### src/rtl/mar_prog_seq.sv
// -----------------------------------------------------------------------------
// mar_prog_seq
//
// SAP-1 memory address register with a built-in program-mode write sequencer.
//
// Run mode (prog=0): the address is loaded from the W bus while nLm is low.
// The RAM is held in read-only mode (nrd=0, nwr=1).
//
// Program mode (prog=1): the address is loaded from the front-panel switches
// on sw_load. Each wr_req starts a write cycle IDLE -> SETUP -> WRITE -> HOLD.
// The cycle gives the RAM one settle cycle and PULSE_W cycles of nwr low.
// It then gives one hold cycle before the sequencer returns to IDLE.
//
// Optional feature macro: MAR_AUTOINC_EN
//   When defined, addr advances by one (mod 2^ADDR_W) at the end of every
//   completed write. wrap pulses on the edge where addr rolls over to 0.
//   When undefined, addr holds after a write and wrap is constant 0.
//
// Parameters:
//   ADDR_W     - address width in bits (>= 1)
//   PULSE_W    - nwr low time in CLK cycles (>= 1)
//   RESET_ADDR - addr value after reset
//
// Ports:
//   CLK      in   system clock, rising edge
//   nCLR     in   asynchronous active-low reset
//   prog     in   1 = program mode, 0 = run mode
//   nLm      in   active-low load of bus_in (run mode only)
//   bus_in   in   address from the W bus
//   sw_addr  in   address from the panel switches
//   sw_load  in   one-cycle pulse, loads sw_addr (program mode, idle only)
//   wr_req   in   one-cycle pulse, starts a RAM write (program mode, idle only)
//   addr     out  registered RAM address
//   nrd      out  registered active-low RAM read enable
//   nwr      out  registered active-low RAM write enable
//   busy     out  high while a write cycle is in progress
//   wr_done  out  one-cycle pulse after a completed write
//   wrap     out  one-cycle pulse when auto-increment rolls over to 0
//
// Every output comes straight from a flop. No input reaches an output
// combinationally.
// -----------------------------------------------------------------------------
module mar_prog_seq #(
  parameter int                ADDR_W     = 4,
  parameter int                PULSE_W    = 2,
  parameter logic [ADDR_W-1:0] RESET_ADDR = '0
) (
  input  logic              CLK,
  input  logic              nCLR,
  input  logic              prog,
  input  logic              nLm,
  input  logic [ADDR_W-1:0] bus_in,
  input  logic [ADDR_W-1:0] sw_addr,
  input  logic              sw_load,
  input  logic              wr_req,
  output logic [ADDR_W-1:0] addr,
  output logic              nrd,
  output logic              nwr,
  output logic              busy,
  output logic              wr_done,
  output logic              wrap
);

  // The pulse counter runs 0 .. PULSE_W-1 inside WRITE.
  localparam int CNT_W = (PULSE_W > 1) ? $clog2(PULSE_W) : 1;
  localparam logic [CNT_W-1:0] CNT_LAST = CNT_W'(PULSE_W - 1);

  typedef enum logic [1:0] {
    ST_IDLE  = 2'd0,
    ST_SETUP = 2'd1,
    ST_WRITE = 2'd2,
    ST_HOLD  = 2'd3
  } state_t;

  state_t            r_state;
  logic [CNT_W-1:0]  r_cnt;
  logic [ADDR_W-1:0] r_addr;
  logic              r_nrd;
  logic              r_nwr;
  logic              r_busy;
  logic              r_wr_done;

`ifdef MAR_AUTOINC_EN
  logic              r_wrap;
  // The extra MSB of the incremented address is the rollover indicator.
  logic [ADDR_W:0]   w_addr_inc;
  assign w_addr_inc = {1'b0, r_addr} + {{ADDR_W{1'b0}}, 1'b1};
`endif

  always_ff @(posedge CLK or negedge nCLR) begin
    if (!nCLR) begin
      r_state   <= ST_IDLE;
      r_cnt     <= '0;
      r_addr    <= RESET_ADDR;
      r_nrd     <= 1'b1;
      r_nwr     <= 1'b1;
      r_busy    <= 1'b0;
      r_wr_done <= 1'b0;
`ifdef MAR_AUTOINC_EN
      r_wrap    <= 1'b0;
`endif
    end else begin
      // Completion and rollover flags are single-cycle pulses by default.
      r_wr_done <= 1'b0;
`ifdef MAR_AUTOINC_EN
      r_wrap    <= 1'b0;
`endif

      if (!prog) begin
        // Run mode. Leaving program mode mid-write aborts the cycle here.
        // No wr_done and no increment are produced.
        r_state <= ST_IDLE;
        r_cnt   <= '0;
        r_busy  <= 1'b0;
        r_nrd   <= 1'b0;
        r_nwr   <= 1'b1;
        if (!nLm) begin
          r_addr <= bus_in;
        end
      end else begin
        // Program mode. The RAM read enable is off for the whole mode.
        r_nrd <= 1'b1;

        case (r_state)
          ST_IDLE: begin
            r_nwr <= 1'b1;
            // The address load happens before the write request is seen.
            // A coincident sw_load and wr_req therefore write to the new address.
            if (sw_load) begin
              r_addr <= sw_addr;
            end
            if (wr_req) begin
              r_state <= ST_SETUP;
              r_busy  <= 1'b1;
            end
          end

          ST_SETUP: begin
            // nwr is registered. Driving it low on this edge makes it low
            // for exactly the cycles spent in WRITE.
            r_state <= ST_WRITE;
            r_cnt   <= '0;
            r_nwr   <= 1'b0;
          end

          ST_WRITE: begin
            if (r_cnt == CNT_LAST) begin
              r_state <= ST_HOLD;
              r_cnt   <= '0;
              r_nwr   <= 1'b1;
            end else begin
              r_cnt   <= r_cnt + 1'b1;
              r_nwr   <= 1'b0;
            end
          end

          ST_HOLD: begin
            r_state   <= ST_IDLE;
            r_nwr     <= 1'b1;
            r_busy    <= 1'b0;
            r_wr_done <= 1'b1;
`ifdef MAR_AUTOINC_EN
            r_addr    <= w_addr_inc[ADDR_W-1:0];
            r_wrap    <= w_addr_inc[ADDR_W];
`endif
          end

          default: begin
            r_state <= ST_IDLE;
            r_nwr   <= 1'b1;
            r_busy  <= 1'b0;
          end
        endcase
      end
    end
  end

  assign addr    = r_addr;
  assign nrd     = r_nrd;
  assign nwr     = r_nwr;
  assign busy    = r_busy;
  assign wr_done = r_wr_done;
`ifdef MAR_AUTOINC_EN
  assign wrap    = r_wrap;
`else
  assign wrap    = 1'b0;
`endif

endmodule

### config.mk
export PLATFORM = sky130hd
export DESIGN_NAME = mar_prog_seq
export DESIGN_NICKNAME = d
export VERILOG_FILES = /design/src/rtl/mar_prog_seq.sv
export SDC_FILE = /design/constraint.sdc
export NUM_CORES = 1
export LEC_CHECK = 0
export CAP_MARGIN = 10
export CORE_MARGIN = 2
export CORE_UTILIZATION = 30
export DETAILED_ROUTE_END_ITERATION = 10
export PLACE_DENSITY = 0.68
export SYNTH_ARGS = -nofsm -noshare
export SYNTH_HDL_FRONTEND = slang
export SYNTH_SLANG_ARGS = --single-unit
### constraint.sdc
create_clock -name CLK -period 1.2 [get_ports CLK]
set_clock_uncertainty 0.1 [all_clocks]
set_input_delay 0.24 -clock CLK [delete_from_list [all_inputs] [get_ports CLK]]
set_output_delay 0.24 -clock CLK [all_outputs]
set_load 0.01 [all_outputs]
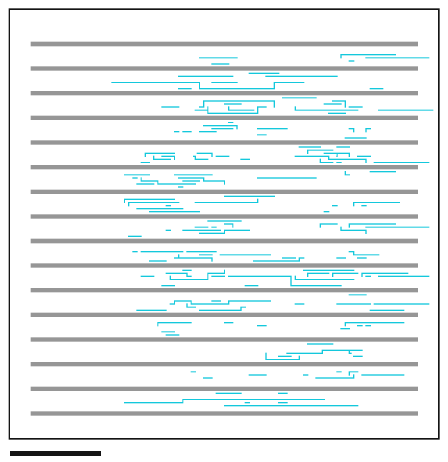
layer_met1.png
The bar under the picture is 10 um long. Supply wires on this layer in grey.
88 nets have wire on it. The wires run mostly horizontal.
DR vias: 485
GR Util met1: 0.1265
WL final: 1.235 mm

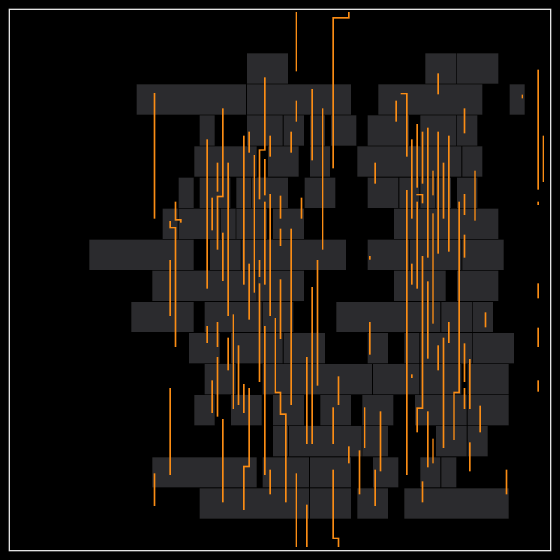
layer_met2.png
The longest straight run is 24.8 um. The layer carries 604 um of wire. The wires run mostly vertical. 87 nets have wire on it. The layer holds 49% of the routed length.
met2 usage: 0.2324

==> metrics.csv <==
metric,value,unit
ys_async_sr_fraction,1.000,
die_y,47.28,um
grt_max_degree,12,
flop_area,279.0,sq um
cp.arrival,1.36,ns
fin_crit_sh,1.091,
layout-drive-gt1-share,0.4884,
syn_to_final_growth,67.04,%
fin_crit,1.310,ns
p_per_area,1818,nW/um^2
power_leakage,0.4044,nW
max-vdd-ir-drop,0.0008205,V
yosys.cell_types.count,25,
yosys_area,561.8,sq um
violations,setup timing,
lay_top_cells,"13 x clkdlybuf4s50_1, 12 x buf_4, 8 x dfrtp_1, 5 x buf_2",
tool_warnings,32,
io_buffers,21,
yosys_most_used_dff,dfrtp_1,
place_hpwl,954.4,um
ys_seq_share,0.4944,
gp_congestion,0.7036,
cts.sinks,11,
syn_avg_cell_area,11.02,sq um
post-route-drc-count,0,
antenna_found_initial,0,
crit_path_max_incr_delay,0.44,ns
h-tree-depth,1,
finalHoldViolations,0,
layout_top_cell,clkdlybuf4s50_1,
ios,23,
place_ws,-0.2887,ns
rsz0062_at_grt,true,
synth-edff-count,0,
via_per_inst,4.369,
critPathKind,reg2reg,
end_kind,register,
tritoncts,yes,
fp_util,0.3219,
cp_max_fo,8,
first_pass_iters,4,
postLayoutSetupSlackWorst,-0.1095,ns
grt_first_pass_wirelength,1.869,mm
setup_viol_count_final,9,
maxCapViolations,0,
cp_slowest_cell,dfrtp_2,
crit_required,1.25,ns
ctsHoldBuffers,0,
antennaDiodeCount,0,
num-fill-cells,162,
yosysWarnings,0,
placementRows,15,
dieArea,2235,sq um
die_w,47.28,um
status,"finished, violations left",
finalNetCount,105,
syn_area,561.8,sq um
synthesis.nets,69,
synth_flop_count,11,
start_kind,register,
clock_path_buffers,2,
ys_cells,51,
clk_pin_slew,0.07,ns
gr-total-overflow,0,
root_buffer,clkbuf_4,
drv_slew,0,
fmax,763.6,MHz
core_area,1745,sq um
critical-path-top-delay-family,flip-flops,
whs,0.1778,ns
clk_latency,0.26,ns
hold_path.class,in2async,
crit_buf_inv,1,
ant_nets,0,
first_iter_violations,4,
combGateArea,317.8,sq um
grt_pass1_vias,421,
numCtsBuffers,3,
critical_path.cell_chain,inv_2 -> ha_4 -> nand3_4 -> o22ai_2 -> a21oi_2,
syn_inst,51,
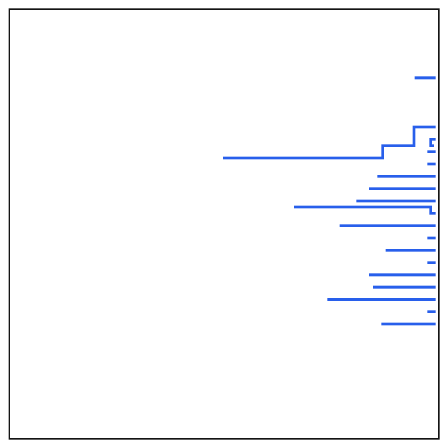
layer_met3.png
The layer carries 118 um of wire. 18 nets have wire on it. The layer holds 9.5% of the routed length.
routing usage on met3: 0.02692

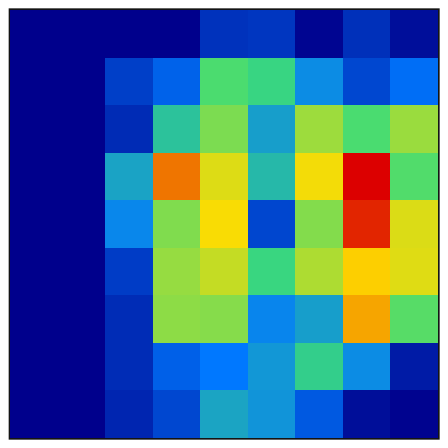
metal_density.png
The die is cut into 9 by 9 equal tiles; dark blue is low, red is high, scaled to the fullest tile. Values are wire area over tile area, all layers added.
The emptiest ninth of the die: top left. The densest ninth of the die: right middle. 30% of the tiles are over half the peak.
wire per inst: 11.13 um
gr usage total: 0.1222

[Yosys cell counts, drive strengths merged (2+ instances only)]
| master | number | area (sq um) |
|---|---|---|
| a21boi | 2 | 15.01 |
| a21oi | 5 | 28.78 |
| buf | 2 | 18.77 |
| dfrtp | 9 | 225.2 |
| dfstp | 2 | 52.55 |
| ha | 4 | 50.05 |
| inv | 3 | 11.26 |
| nand2 | 3 | 11.26 |
| nor2 | 5 | 21.27 |
| o21ai | 2 | 10.00 |
| o22ai | 4 | 25.02 |
[through the flow]
step | std cells | power (W) | setup TNS (ns) | utilization | cell area, sq um
floorplan | 51 | 0.001043 | -0.06774 | - | 586.8
global route | 111 | 0.001848 | -0.9518 | 0.5376 | 938.4
global placement | 102 | 0.001376 | -1.903 | 0.4939 | 862.1
CTS | 108 | 0.001664 | -0.5378 | 0.5147 | 898.4
detailed placement | 102 | 0.001393 | -2.111 | 0.4939 | 862.1
finish | 111 | 0.001706 | -0.5441 | 0.5376 | 938.4
[report_power, final]
group	total, W	internal, W	switching (W)
Combinational	0.000886	0.000499	0.000387
Sequential	0.000579	0.000499	0.0000803
Clock	0.000242	0.000128	0.000113
Total	0.00171	0.00113	0.000580
[kinds of logic (layout without fill, tap and decap cells)]
kind of cell	after synthesis	in the layout	share of synthesized area
and+or+nand+nor	14	14	0.1648
muxes	1	1	0.01782
DFF	11	11	0.4944
other	1	1	0.006675
adders and majority gates	4	4	0.08909
buffers and inverters	5	40	0.05345
AOI/OAI and AO/OA	15	15	0.1737
[worst register-to-register path: stages (launching register included)]
cell and delay (ns):
dfrtp_2 0.44, inv_2 0.09, ha_4 0.18, nand3_4 0.13, o22ai_2 0.21, a21oi_2 0.04
[registers in the layout (all words and copies together), names as in the netlist]
name and flops:
addr 4, busy 1, nrd 1, nwr 1, r_cnt 1, r_state 2, wr_done 1
[what timing repair did]
| action | CTS | global route |
|---|---|---|
| gates resized | 38 | 8 |
| pin swaps | 3 | 7 |
| setup endpoints to repair | 16 | 12 |
| setup buffers | 2 | 3 |
[layout make-up]
cell class | count | area share
Tap cell | 25 | 0.03333
Inverter | 3 | 0.01200
Sequential cell | 11 | 0.2973
Timing Repair Buffer | 33 | 0.2907
Clock buffer | 4 | 0.02800
Multi-Input combinational cell | 35 | 0.3387
[final timing paths]
path | from | endpoint | slack [ns] | cells after the start
max in group asynchronous | nCLR | nwr$_DFF_PN1_ | 0.60 | 2
min in group CLK | busy$_DFFE_PN0P_ | busy$_DFFE_PN0P_ | 0.44 | 2
worst max-delay path | r_state[1]$_DFFE_PN0P_ | addr[1]$_DFFE_PN0P_ | -0.11 | 5
worst min-delay path | nCLR | wr_done$_DFF_PN0_ | 0.18 | 2
worst max register to register | r_state[1]$_DFFE_PN0P_ | addr[1]$_DFFE_PN0P_ | -0.11 | 5
worst min register to register | busy$_DFFE_PN0P_ | busy$_DFFE_PN0P_ | 0.44 | 2
[metal layers]
metal,vias up,global-route usage,part of all wire
li1,246,-,-
met1,221,0.1265,0.42
met2,18,0.2324,0.49
met3,0,0.02692,0.095
met4,0,0.05000,0
met5,-,0,0
Power is estimated from default activity; no workload was simulated.
